===== config.mk =====
export PLATFORM = sky130hd
export DESIGN_NAME = seq_detect_ctrl
export DESIGN_NICKNAME = d
export VERILOG_FILES = /design/src/rtl/seq_detect_ctrl.sv
export SDC_FILE = /design/constraint.sdc
export NUM_CORES = 1
export LEC_CHECK = 0
export ABC_AREA = 1
export CORE_MARGIN = 5
export CORE_UTILIZATION = 25
export DETAILED_ROUTE_END_ITERATION = 8
export SYNTH_ARGS = -nofsm -noshare
export SYNTH_HDL_FRONTEND = slang
export SYNTH_SLANG_ARGS = --single-unit

===== constraint.sdc =====
create_clock -name clk -period 4.3 [get_ports clk]
set_input_delay 0.645 -clock clk [delete_from_list [all_inputs] [get_ports clk]]
set_output_delay 0.645 -clock clk [all_outputs]
set_load 0.01 [all_outputs]

===== src/rtl/seq_detect_ctrl.sv =====
// Word-to-bit serializer feeding a programmable pattern matcher with per-frame match counting.
// Optional build macro SEQ_CTRL_LSB_FIRST_EN serializes in_data[0] first (default: MSB first).
module seq_detect_ctrl #(
    parameter int unsigned WORD_W  = 8,
    parameter int unsigned PAT_MAX = 8,
    parameter int unsigned CNT_W   = 8
) (
    input  logic               clk,
    input  logic               reset,
    input  logic               cfg_we,
    input  logic [PAT_MAX-1:0] cfg_pattern,
    input  logic [3:0]         cfg_len,
    input  logic               cfg_overlap,
    input  logic               in_valid,
    output logic               in_ready,
    input  logic [WORD_W-1:0]  in_data,
    input  logic               in_last,
    output logic               seq_seen,
    output logic [CNT_W-1:0]   match_count,
    output logic               busy,
    output logic               done
);

    localparam int unsigned IDX_W = (WORD_W > 1) ? $clog2(WORD_W) : 1;
    localparam int unsigned HC_W  = $clog2(PAT_MAX + 1);
    localparam int unsigned LEN_W = HC_W;

    localparam logic [PAT_MAX-1:0] DEF_PAT = PAT_MAX'(4'b1011);
    localparam logic [LEN_W-1:0]   DEF_LEN = LEN_W'((PAT_MAX < 4) ? PAT_MAX : 4);

    typedef enum logic [1:0] {
        S_IDLE  = 2'd0,
        S_SHIFT = 2'd1,
        S_DONE  = 2'd2
    } state_t;

    state_t             state;
    logic [WORD_W-1:0]  shift_reg;
    logic [IDX_W-1:0]   bit_idx;
    logic               last_flag;
    logic               in_frame;
    logic [PAT_MAX-1:0] history;
    logic [HC_W-1:0]    hist_cnt;
    logic [PAT_MAX-1:0] pat_r;
    logic [LEN_W-1:0]   len_r;
    logic               ovl_r;

    logic               hs_c;
    logic               cur_bit_c;
    logic [WORD_W-1:0]  shift_nxt_c;
    logic [PAT_MAX-1:0] hist_nxt_c;
    logic [HC_W-1:0]    hcnt_nxt_c;
    logic [PAT_MAX-1:0] mask_c;
    logic               match_c;
    logic               last_bit_c;
    logic [LEN_W-1:0]   len_clamp_c;
    logic [CNT_W-1:0]   cnt_inc_c;

    // Length 0 behaves as 1; lengths beyond the history depth are clamped.
    always_comb begin
        len_clamp_c = LEN_W'(cfg_len);
        if (cfg_len == 4'd0) begin
            len_clamp_c = LEN_W'(1);
        end else if (32'(cfg_len) > PAT_MAX) begin
            len_clamp_c = LEN_W'(PAT_MAX);
        end
    end

    // Serial datapath: next bit, post-shift history and the match decision on it.
    always_comb begin
`ifdef SEQ_CTRL_LSB_FIRST_EN
        cur_bit_c   = shift_reg[0];
        shift_nxt_c = shift_reg >> 1;
`else
        cur_bit_c   = shift_reg[WORD_W-1];
        shift_nxt_c = shift_reg << 1;
`endif
        hist_nxt_c = (history << 1) | PAT_MAX'(cur_bit_c);
        hcnt_nxt_c = (hist_cnt == HC_W'(PAT_MAX)) ? hist_cnt : hist_cnt + 1'b1;
        mask_c     = '0;
        for (int i = 0; i < int'(PAT_MAX); i++) begin
            mask_c[i] = (i < int'(len_r));
        end
        match_c    = (hcnt_nxt_c >= HC_W'(len_r)) &&
                     ((hist_nxt_c & mask_c) == (pat_r & mask_c));
        last_bit_c = (bit_idx == IDX_W'(WORD_W - 1));
        hs_c       = in_valid && in_ready;
        cnt_inc_c  = (&match_count) ? match_count : match_count + 1'b1;
    end

    always_ff @(posedge clk) begin
        if (!reset) begin
            state       <= S_IDLE;
            in_ready    <= 1'b1;
            busy        <= 1'b0;
            seq_seen    <= 1'b0;
            done        <= 1'b0;
            match_count <= '0;
            shift_reg   <= '0;
            bit_idx     <= '0;
            last_flag   <= 1'b0;
            in_frame    <= 1'b0;
            history     <= '0;
            hist_cnt    <= '0;
            pat_r       <= DEF_PAT;
            len_r       <= DEF_LEN;
            ovl_r       <= 1'b1;
        end else begin
            seq_seen <= 1'b0;
            done     <= 1'b0;
            unique case (state)
                S_IDLE: begin
                    if (cfg_we) begin
                        pat_r <= cfg_pattern;
                        len_r <= len_clamp_c;
                        ovl_r <= cfg_overlap;
                    end
                    if (hs_c) begin
                        shift_reg <= in_data;
                        last_flag <= in_last;
                        bit_idx   <= '0;
                        in_frame  <= 1'b1;
                        state     <= S_SHIFT;
                        busy      <= 1'b1;
                        in_ready  <= (WORD_W == 1) && !in_last;
                        // A fresh frame never sees matches or bits from the previous one.
                        if (!in_frame) begin
                            match_count <= '0;
                            history     <= '0;
                            hist_cnt    <= '0;
                        end
                    end
                end
                S_SHIFT: begin
                    history  <= hist_nxt_c;
                    hist_cnt <= (match_c && !ovl_r) ? '0 : hcnt_nxt_c;
                    if (match_c) begin
                        seq_seen    <= 1'b1;
                        match_count <= cnt_inc_c;
                    end
                    if (!last_bit_c) begin
                        shift_reg <= shift_nxt_c;
                        bit_idx   <= bit_idx + 1'b1;
                        in_ready  <= (bit_idx == IDX_W'(WORD_W - 2)) && !last_flag;
                    end else if (last_flag) begin
                        state    <= S_DONE;
                        done     <= 1'b1;
                        in_ready <= 1'b0;
                    end else if (hs_c) begin
                        shift_reg <= in_data;
                        last_flag <= in_last;
                        bit_idx   <= '0;
                        in_ready  <= (WORD_W == 1) && !in_last;
                    end else begin
                        // Frame continues later; history stays so matches can span the gap.
                        state    <= S_IDLE;
                        in_ready <= 1'b1;
                        busy     <= 1'b0;
                    end
                end
                S_DONE: begin
                    history  <= '0;
                    hist_cnt <= '0;
                    in_frame <= 1'b0;
                    state    <= S_IDLE;
                    in_ready <= 1'b1;
                    busy     <= 1'b0;
                end
                default: begin
                    state    <= S_IDLE;
                    in_ready <= 1'b1;
                    busy     <= 1'b0;
                end
            endcase
        end
    end

endmodule


Run 1, met1 routing:
Cells faint in the background.
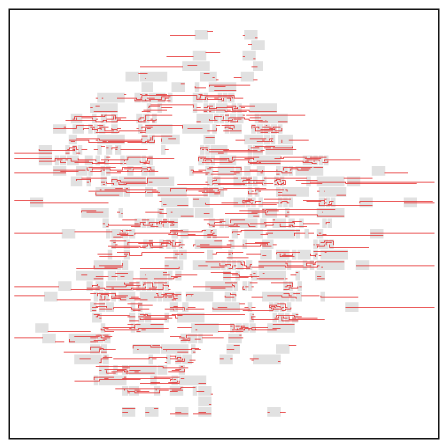
main direction: horizontal
nets with wire on the layer: 396
total wire length: 6228 um
via count: 2,360
grt met1 use: 13.15%

Run 1, signal wires on met2:
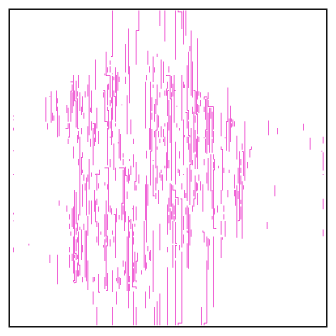
share of all routed wire: 48%
main direction: vertical
longest straight run: 28.7 um
GR Layer Usage met2: 17.27%

Run 1, the metal 3 layer:
Cells faint in the background.
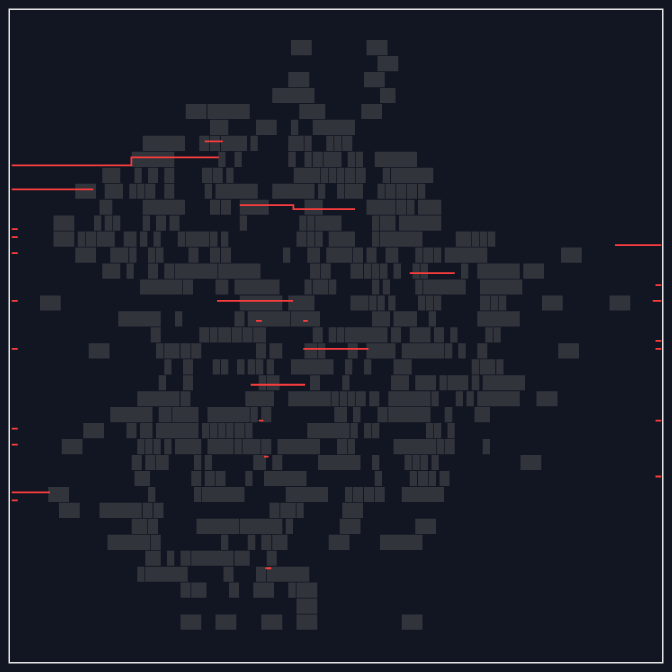
nets with wire on the layer: 23
longest straight run: 20.2 um
share of all routed wire: 2.2%
main direction: horizontal
met3 usage: 2.129%

==> flow_summary.yaml, run 1 <==
# generated from flow reports
clock_tree:
  clk_path_buf_depth: 2
  post_cts_buffers: 0
  cts_tree: "built"
  cts_made_buffers: 5
  root_buffer: "clkbuf_8"
yosys:
  syn_nets: 386
  yosys-top-cells-count: "76 x nand2_1, 51 x dfxtp_1, 34 x inv_1"
  yosys_area_um2: 2557
  synth.most_common_cell: "nand2_1"
  top_logic_kind: "simple AND/OR/NAND/NOR gates"
  edf_count: 0
  async_flop_share_pct: 0
  topCellsByArea: "dfxtp_1 40%, nand2_1 11%, a21oi_1 5.9%, nand3_1 5.1%, inv_1 5.0%"
  synthSimpleGateAreaFrac_pct: 29.11
pwr:
  p_seq_share_pct: 54.1
  cellLeakagePower_nw: 1.272
  seq_power_mw: 0.521
  peakVddDrop_mv: 0.1267
  clkPwrFrac_pct: 28.0
layout:
  layoutNonFillerInstCount: 523
  ff_latch_area_um2: 1021
  mostFrequentLayoutCells: "76 x nand2_1, 51 x dfxtp_1, 37 x clkdlybuf4s50_1"
  lay_top_count: "nand2_1"
  comb_area_um2: 1358
sta:
  fin_tns_setup_ns: 0
  layout_setup_ws_ns: 2.172
  hold_violations: 0
  slew_headroom_pct: 35.75
global_route:
  antenna_found_initial: 0
  grt_max_degree: 31
worst_setup_path:
  cp-start-kind: "input pin"
  cp.required_ns: 4.52
  reg2reg_depth: 13
  critPathCapture: "match_count[6]"
detailed_routing:
  vias_per_cell: 4.512
  wire_per_inst_um: 11.91
  route.detailed.drc: 0
  final_antenna_net_count: 0
floorplan:
  die_h_um: 111.1
  chipArea_um2: 12350
  core_um2: 10140
  ios: 38
  die_width_um: 111.1
placement:
  gp_congestion: 0.8014
  pre_cts_ws_ns: 1.844
  dpl_cell_area_um2: 3069
status:
  status: "completed"
worst_hold_path:
  hp-start: "shift_reg[0]"
[run 1: worst max-delay path, stage by stage]
cell,delay (ns)
clkdlybuf4s50_1,0.46
nand2_1,0.26
nand2_1,0.22
nand3_1,0.11
nor2_2,0.14
nand4_4,0.20
nand2_4,0.15
nand2_1,0.06
a21oi_1,0.12
[run 1: per-layer routing]
metal	vias up	routed length (um)	track usage, %
li1	1228	-	-
met1	1091	3002	13.15
met2	31	2997	17.27
met3	10	138	2.129
met4	0	90	3.001
met5	-	0	0
[run 1: layout make-up]
class	instances	share of cell area, %
clock inverters	1	0.1589
well taps	136	5.401
multi-input cells	252	43.09
repair buffers	38	11.99
flip-flops and latches	51	32.41
clock buffers	7	2.423
inverters	38	4.527
==> run 2, diff against run 1 <==
==> constraint.sdc (replaced) <==
create_clock -name clk -period 1.98 [get_ports clk]
set_input_delay 0.297 -clock clk [delete_from_list [all_inputs] [get_ports clk]]
set_output_delay 0.297 -clock clk [all_outputs]
set_load 0.01 [all_outputs]
Run 2, signal wires on met2:
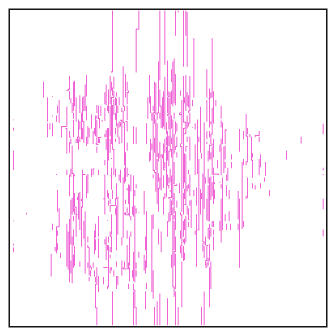
main direction: vertical
wire length on this layer: 3,290 um
longest straight run: 30.3 um
via count: 2,441
total wire length: 6793 um
GR Layer Usage met2: 18.16%

==> flow_summary.yaml, run 2 <==
# generated from flow reports
status:
  status: "completed"
floorplan:
  die_h_um: 111.1
  initCoreUtil_pct: 25.23
  chipArea_um2: 12350
  core_um2: 10140
  ios: 38
  die_width_um: 111.1
global_route:
  grt.busiest_layer: "met2"
  grtUsageMet1_pct: 14.57
  antenna_found_initial: 0
  grt_pass1_wl_um: 11420
  grt_max_degree: 21
  gr-usage-met3_pct: 2.402
sta:
  finalSetupViolations: 0
  worst_pin_slew_ns: 0.3097
  slew_headroom_pct: 79.28
  finalCritPeriodShare_pct: 98.69
  skew_ns: 0.01142
  hold_violations: 0
  fin_tns_setup_ns: 0
  layout_setup_ws_ns: 0.02593
yosys:
  topCellsByArea: "dfxtp_1 40%, nand2_1 11%, a21oi_1 5.9%, nand3_1 5.1%, inv_1 5.0%"
  top_logic_kind: "simple AND/OR/NAND/NOR gates"
  syn_nets: 386
  yosys-top-cells-count: "76 x nand2_1, 51 x dfxtp_1, 34 x inv_1"
  synthSimpleGateAreaFrac_pct: 29.11
  edf_count: 0
  netlist_area_um2: 2557
  synthAoiAreaFrac_pct: 15.66
  synthXorXnorAreaFrac_pct: 3.425
  async_flop_share_pct: 0
  synth.most_common_cell: "nand2_1"
clock_tree:
  insertion_delay_ns: 0.30
  clk_path_buf_depth: 2
  cts_tree: "built"
  htreeDepth: 2
  cts_made_buffers: 5
  post_cts_buffers: 2
  root_buffer: "clkbuf_8"
detailed_routing:
  wl_met2_um: 3291
  route.detailed.drc: 0
  vias_per_cell: 4.546
  wire_per_inst_um: 12.65
  final_antenna_net_count: 0
  wl_met1_um: 3127
placement:
  dpl_cell_area_um2: 3137
  gp_congestion: 0.8010
  pre_cts_ws_ns: -0.05226
pwr:
  cellLeakagePower_nw: 1.381
  peakVddDrop_mv: 0.2767
worst_setup_path:
  cp_data_arrival_time_ns: 2.15
  cp_cell_sequence: "inv_4 -> ha_4 -> nand2_4 -> nor2_4 -> xor2_2 -> ha_2 -> nand4_1 -> nand3_2 -> nand4_4 -> nand2_4 -> nand2_1 -> a21oi_2"
  critPathTopFamily: "simple AND/OR/NAND/NOR gates"
  cp-end-kind: "register"
  crit_path_frequent_cell: "nand2_4"
  cp_slowest_stage_delay_ns: 0.37
  critPathBufInv: 1
  slowest_stage: "dfxtp_4"
  crit_path_start: "hist_cnt[1]"
  cp-start-kind: "register"
  critical_path_class: "register to register"
  cp.required_ns: 2.18
layout:
  fillers: 1066
  syn2layout_area_growth_pct: 34.10
  mostFrequentLayoutCells: "71 x nand2_1, 48 x dfxtp_1, 37 x clkdlybuf4s50_1"
  lay_top_count: "nand2_1"
worst_hold_path:
  hp-start: "pat_r[2]"
run 2: final cells by class:
cell class | count | area [um2] | area share (%)
clock buffer | 6 | 82.58 | 2.408
clock inverter | 2 | 35.03 | 1.022
inverter | 38 | 148.9 | 4.341
multi-input combinational | 253 | 1486 | 43.34
sequential | 51 | 1027 | 29.95
tap | 136 | 170.2 | 4.962
timing repair buffer | 51 | 479.2 | 13.97
run 2: path summary, 6_finish.rpt:
path	depth (start not counted)	slack, ns	endpoint
max reg2reg	12	0.03	match_count[7]
max	12	0.03	match_count[7]
min	2	0.48	pat_r[2]
min reg2reg	2	0.48	pat_r[2]
run 2: report_power, final:
group	internal [mW]	total (mW)	switching, mW
registers	1.09	1.13	0.0466
clock network	0.409	0.751	0.342
logic	0.187	0.442	0.254
total	1.68	2.32	0.643
Power figures rest on the tool's default switching activity, not on a simulated workload.
